===== config.mk =====
export PLATFORM = sky130hd
export DESIGN_NAME = mu_mem_arbiter
export DESIGN_NICKNAME = d
export VERILOG_FILES = /design/src/rtl/mu_mem_arbiter.sv
export SDC_FILE = /design/constraint.sdc
export NUM_CORES = 1
export LEC_CHECK = 0
export CORE_ASPECT_RATIO = 1.75
export CORE_MARGIN = 10
export CORE_UTILIZATION = 35
export CTS_CLUSTER_SIZE = 16
export DETAILED_ROUTE_END_ITERATION = 16
export GPL_TIMING_DRIVEN = 0
export PLACE_DENSITY = 0.69
export RECOVER_POWER = 100
export SETUP_SLACK_MARGIN = 0.1
export SYNTH_ARGS = -nofsm -noshare
export SYNTH_HDL_FRONTEND = slang
export SYNTH_SLANG_ARGS = --single-unit

===== constraint.sdc =====
create_clock -name clk -period 7.3 [get_ports clk]
set_input_delay 1.46 -clock clk [delete_from_list [all_inputs] [get_ports clk]]
set_output_delay 1.46 -clock clk [all_outputs]
set_load 0.005 [all_outputs]

===== src/rtl/mu_mem_arbiter.sv =====
// mu_mem_arbiter: shares the instruction ROM and data RAM between the
// fetch port (IF, read-only) and the data port (D). Each granted request
// runs IDLE -> ACCESS -> WAIT -> RESP. The response pulse appears in the
// cycle after the RESP edge, so the request sampled at E0 is acknowledged
// in the cycle following E3, for both good and errored accesses.
module mu_mem_arbiter #(
  parameter int          DATA_WIDTH = 32,
  parameter int          ADDR_WIDTH = 64,
  parameter int          IDX_W      = 6,
  parameter logic [31:0] ROM_BASE   = 32'h0040_0000,
  parameter logic [31:0] RAM_BASE   = 32'h1001_0000
) (
  input  logic                  clk,
  input  logic                  rst_n,
  input  logic                  if_req,
  input  logic [31:0]           if_addr,
  output logic                  if_ack,
  output logic [DATA_WIDTH-1:0] if_rdata,
  output logic                  if_err,
  input  logic                  d_req,
  input  logic                  d_we,
  input  logic [31:0]           d_addr,
  input  logic [DATA_WIDTH-1:0] d_wdata,
  output logic                  d_ack,
  output logic [DATA_WIDTH-1:0] d_rdata,
  output logic                  d_err,
  output logic [IDX_W-1:0]      rom_addr,
  input  logic [DATA_WIDTH-1:0] rom_rdata,
  output logic [IDX_W-1:0]      ram_addr,
  output logic                  ram_we,
  output logic [DATA_WIDTH-1:0] ram_wdata,
  input  logic [DATA_WIDTH-1:0] ram_rdata,
  output logic                  busy
);

  localparam logic [1:0] ST_IDLE   = 2'd0;
  localparam logic [1:0] ST_ACCESS = 2'd1;
  localparam logic [1:0] ST_WAIT   = 2'd2;
  localparam logic [1:0] ST_RESP   = 2'd3;

  localparam logic GNT_IF = 1'b0;
  localparam logic GNT_D  = 1'b1;

  // Byte span covered by each memory (ADDR_WIDTH words of 4 bytes).
  localparam logic [31:0] SPAN = 32'(4 * ADDR_WIDTH);

  logic [1:0]            state;
  logic                  last_grant;
  logic                  owner;
  logic                  lat_we;
  logic                  lat_err;
  logic                  lat_rom;
  logic [DATA_WIDTH-1:0] rdata_q;
  logic                  err_q;

  logic                  grant_any;
  logic                  grant_d;
  logic [31:0]           sel_addr;
  logic                  sel_we;
  logic [DATA_WIDTH-1:0] sel_wdata;
  logic [31:0]           rom_off;
  logic [31:0]           ram_off;
  logic                  hit_rom;
  logic                  hit_ram;
  logic                  dec_err;
  logic [IDX_W-1:0]      dec_idx;

  assign busy = (state != ST_IDLE);

  // Pick the winner (alternating under contention) and decode its address.
  always_comb begin
    grant_any = if_req | d_req;
    grant_d   = d_req & (~if_req | (last_grant == GNT_IF));
    sel_addr  = grant_d ? d_addr : if_addr;
    sel_we    = grant_d & d_we;
    sel_wdata = grant_d ? d_wdata : '0;
    rom_off   = sel_addr - ROM_BASE;
    ram_off   = sel_addr - RAM_BASE;
    hit_rom   = (sel_addr >= ROM_BASE) && (rom_off < SPAN);
    hit_ram   = (sel_addr >= RAM_BASE) && (ram_off < SPAN);
    dec_err   = (sel_addr[1:0] != 2'b00) | ~(hit_rom | hit_ram) | (hit_rom & sel_we);
    dec_idx   = hit_rom ? rom_off[IDX_W+1:2] : ram_off[IDX_W+1:2];
  end

  // Sequence one access per grant and register every output.
  always_ff @(posedge clk or negedge rst_n) begin
    if (!rst_n) begin
      state      <= ST_IDLE;
      last_grant <= GNT_D;
      owner      <= GNT_IF;
      lat_we     <= 1'b0;
      lat_err    <= 1'b0;
      lat_rom    <= 1'b0;
      rdata_q    <= '0;
      err_q      <= 1'b0;
      rom_addr   <= '0;
      ram_addr   <= '0;
      ram_we     <= 1'b0;
      ram_wdata  <= '0;
      if_ack     <= 1'b0;
      if_rdata   <= '0;
      if_err     <= 1'b0;
      d_ack      <= 1'b0;
      d_rdata    <= '0;
      d_err      <= 1'b0;
    end else begin
      ram_we   <= 1'b0;
      if_ack   <= 1'b0;
      if_rdata <= '0;
      if_err   <= 1'b0;
      d_ack    <= 1'b0;
      d_rdata  <= '0;
      d_err    <= 1'b0;
      case (state)
        ST_IDLE: begin
          if (grant_any) begin
            state      <= ST_ACCESS;
            owner      <= grant_d;
            last_grant <= grant_d;
            lat_we     <= sel_we;
            lat_err    <= dec_err;
            lat_rom    <= hit_rom;
            ram_wdata  <= sel_wdata;
            if (!dec_err) begin
              if (hit_rom) rom_addr <= dec_idx;
              else         ram_addr <= dec_idx;
            end
            ram_we <= ~dec_err & hit_ram & sel_we;
          end
        end
        ST_ACCESS: state <= ST_WAIT;
        ST_WAIT: begin
          state   <= ST_RESP;
          err_q   <= lat_err;
          rdata_q <= (lat_err | lat_we) ? '0 : (lat_rom ? rom_rdata : ram_rdata);
        end
        ST_RESP: begin
          state <= ST_IDLE;
          if (owner == GNT_D) begin
            d_ack   <= 1'b1;
            d_rdata <= rdata_q;
            d_err   <= err_q;
          end else begin
            if_ack   <= 1'b1;
            if_rdata <= rdata_q;
            if_err   <= err_q;
          end
        end
        default: state <= ST_IDLE;
      endcase
    end
  end

endmodule


Fig. 1: metal 1
The bar under the picture is 20 um long.
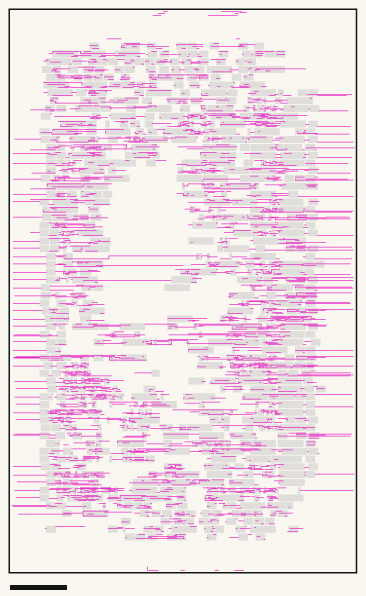
The wires run mostly horizontal. The layer holds 35% of the routed length. 887 nets have wire on it.
vias: 5178
DRT Wirelength: 20480 um

Fig. 2: met2 routing
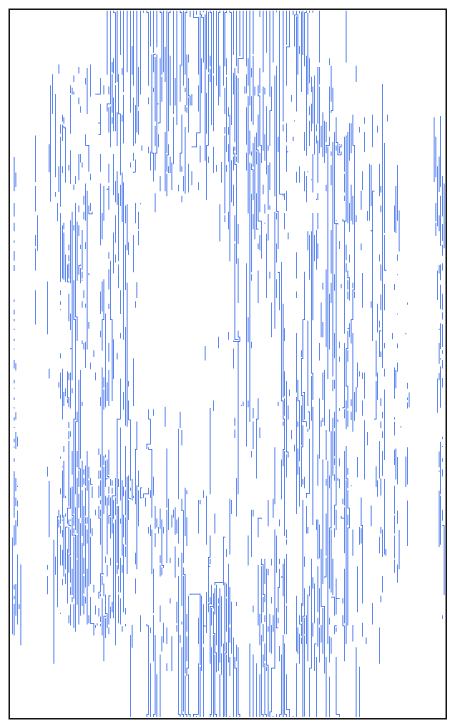
The layer carries 11200 um of wire. The wires run mostly vertical. 857 nets have wire on it. The layer holds 55% of the routed length.
GR met2 Demand/Resource: 32.04%

==> power by group through the flow <==
stage	Sequential, mW	Combinational (mW)	Clock (mW)
floorplan	1.03	0.267	0
global placement	1.03	0.686	0
detailed placement	1.04	0.705	0
CTS	1.03	0.709	0.860
global route	1.03	0.718	0.897
finish	1.02	0.656	0.844
==> metrics by stage <==
stage / hold WS (ns) / power [mW] / setup WS (ns) / utilization, %
2_1_floorplan: 0.4649 / 1.301 / 3.745 / -
3_3_place_gp: 0.4765 / 1.718 / -1.071 / 53.11
6_report: 0.4904 / 2.520 / 2.162 / 56.39
5_1_grt: 0.5150 / 2.649 / 1.870 / 56.39
3_5_place_dp: 0.4802 / 1.743 / 2.640 / 53.28
4_1_cts: 0.4994 / 2.595 / 3.093 / 56.54
==> routing by layer <==
layer / global-route usage (%) / up-vias / wire length (um)
met1: 16.51 / 2484 / 7233
met5: 0 / - / 0
li1: - / 2429 / -
met2: 32.04 / 235 / 11210
met4: 6.418 / 0 / 542
met3: 6.699 / 30 / 1494
==> kinds of logic after synthesis <==
group,after synthesis,synth area share [%]
XOR/XNOR,2,0.2821
buffers and inverters,68,4.130
adder cells (fa/ha/maj),3,0.6045
AND/OR/NAND/NOR,157,14.67
AND-OR/OR-AND,87,10.30
multiplexers,50,8.342
flip-flops,153,61.68
==> critical path, stage by stage <==
cell and delay [ns]:
dlygate4sd3_1 0.60, a21boi_0 0.86, clkbuf_1 0.50, nand3_1 0.17, o41ai_1 0.14, nand3_1 0.17
nor4_1 1.11, mux2_2 0.43
==> worst paths after layout <==
check	from	endpoint	slack, ns	cells after the start
hold reg to reg	ram_wdata[14]$_DFFE_PN0P_	ram_wdata[14]$_DFFE_PN0P_	0.49	1
max in group asynchronous	rst_n	ram_addr[0]$_DFFE_PN0P_	2.81	1
hold / removal	ram_wdata[14]$_DFFE_PN0P_	ram_wdata[14]$_DFFE_PN0P_	0.49	1
setup reg to reg	last_grant$_DFFE_PN1P_	rom_addr[0]$_DFFE_PN0P_	3.49	7
setup / recovery	if_req	rom_addr[0]$_DFFE_PN0P_	2.16	8
min in group asynchronous	rst_n	if_rdata[17]$_DFF_PN0_	2.36	1
==> cell type report <==
type / count / area (um^2) / area share [%]
inverter: 35 / 131.4 / 1.335
tap: 231 / 289.0 / 2.936
timing repair buffer: 278 / 2794 / 28.38
sequential: 153 / 3830 / 38.91
multi-input combinational: 299 / 2105 / 21.38
clock buffer: 18 / 429.2 / 4.360
buffer: 33 / 125.1 / 1.271
clock inverter: 14 / 140.1 / 1.424
==> registers in the layout, summed over array words and instances (netlist names) <==
| signal | cells |
|---|---|
| d_rdata | 32 |
| ram_we | 1 |
| if_rdata | 32 |
| rom_addr | 6 |
| last_grant | 1 |
| owner | 1 |
| lat_rom | 1 |
| if_err | 1 |
| d_ack | 1 |
| if_ack | 1 |
| lat_we | 1 |
| lat_err | 1 |
| ram_addr | 6 |
| err_q | 1 |
| state | 2 |
| d_err | 1 |
| rdata_q | 32 |
| ram_wdata | 32 |
==> run_results.csv <==
group,metric,value,unit
final_timing,finalCritPeriodShare,70.39,%
clocking,clock-sinks,153,
clocking,cts_buffers,17,
power_and_ir_drop,p_per_area,256.0,nW/um^2
power_and_ir_drop,p_seq_share,40.5,%
global_routing,grt-ovfl-total,0,
final_layout,mostFrequentLayoutCells,"159 x clkdlybuf4s50_1, 152 x dfrtp_1, 117 x dlygate4sd3_1",
final_layout,nets,985,
synth,yosysMostFrequentCell,"dfrtp_1",
synth,syn_area,6210,um^2
status,status,"finished, violations left",
setup_path,required,7.60,ns
global_routing,grt_pass1_vias,5859,
clocking,clock.latency.late_pin,0.41,ns
clocking,postCtsSetupRepairBufs,0,
setup_path,worstPathMaxFanout,10,
final_timing,slew_viol_final,71,
synth,synth_area_per_cell,11.94,um^2
final_timing,fmax,194.6,MHz
floorplanning,ios,279,
route,wl_per_cell,19.30,um
placed_design,dp_cells,1029,
synth,synth_top_cell_by_area,"dfrtp_1",
floorplanning,chipWidth,120.7,um
global_routing,track_usage,17.25,%
synth,top_area_share,61.25,%
final_timing,finalHoldViolCount,0,
synth,synth_cell_types,44,
final_layout,final_area,9843,um^2
floorplanning,floorplan.core_util,35.57,%
final_timing,worst_clock_skew,0.009731,ns
final_layout,final_cells,1061,
clocking,clk_pin_slew_worst_paths,0.07,ns
global_routing,grt_max_degree,84,
clocking,cts_hold_buffers,0,
floorplanning,row_count,64,
synth,ys_ff,153,
floorplanning,core_area,17460,um^2
synth,syn_inst,520,
status,violations,"max-capacitance violations, max-slew violations",
power_and_ir_drop,p_switching,757.2,uW
placed_design,place_area,9300,um^2
placed_design,dp_hpwl,16530,um
global_routing,antenna_found_initial,0,
synth,ys_chip_area,6210,um^2
route,dr.pass1.iters,4,
synth,synth-edff-count,0,
clocking,cts_resized,0,
synth,top_cells_by_area,"dfrtp_1 61%, mux2i_1 5.8%, a22o_1 4.7%, and2_1 3.7%, and3_1 3.3%",
route,drt-vias-per-instance,4.880,
synth,synthFlopType,"dfrtp_1",
power_and_ir_drop,internal_power,1.763,mW
final_layout,fillCellCount,1584,
flow_run,cap_violations,1,
final_timing,worst_slew_pin_slew,3.795,ns
synth,common_cells,"152 x dfrtp_1, 37 x and2_1, 36 x mux2i_1",
power_and_ir_drop,ir_drop,0.0001425,V
clocking,clock_path_buffers,2,
No activity file was given, so power comes from the tool's default toggle rates.
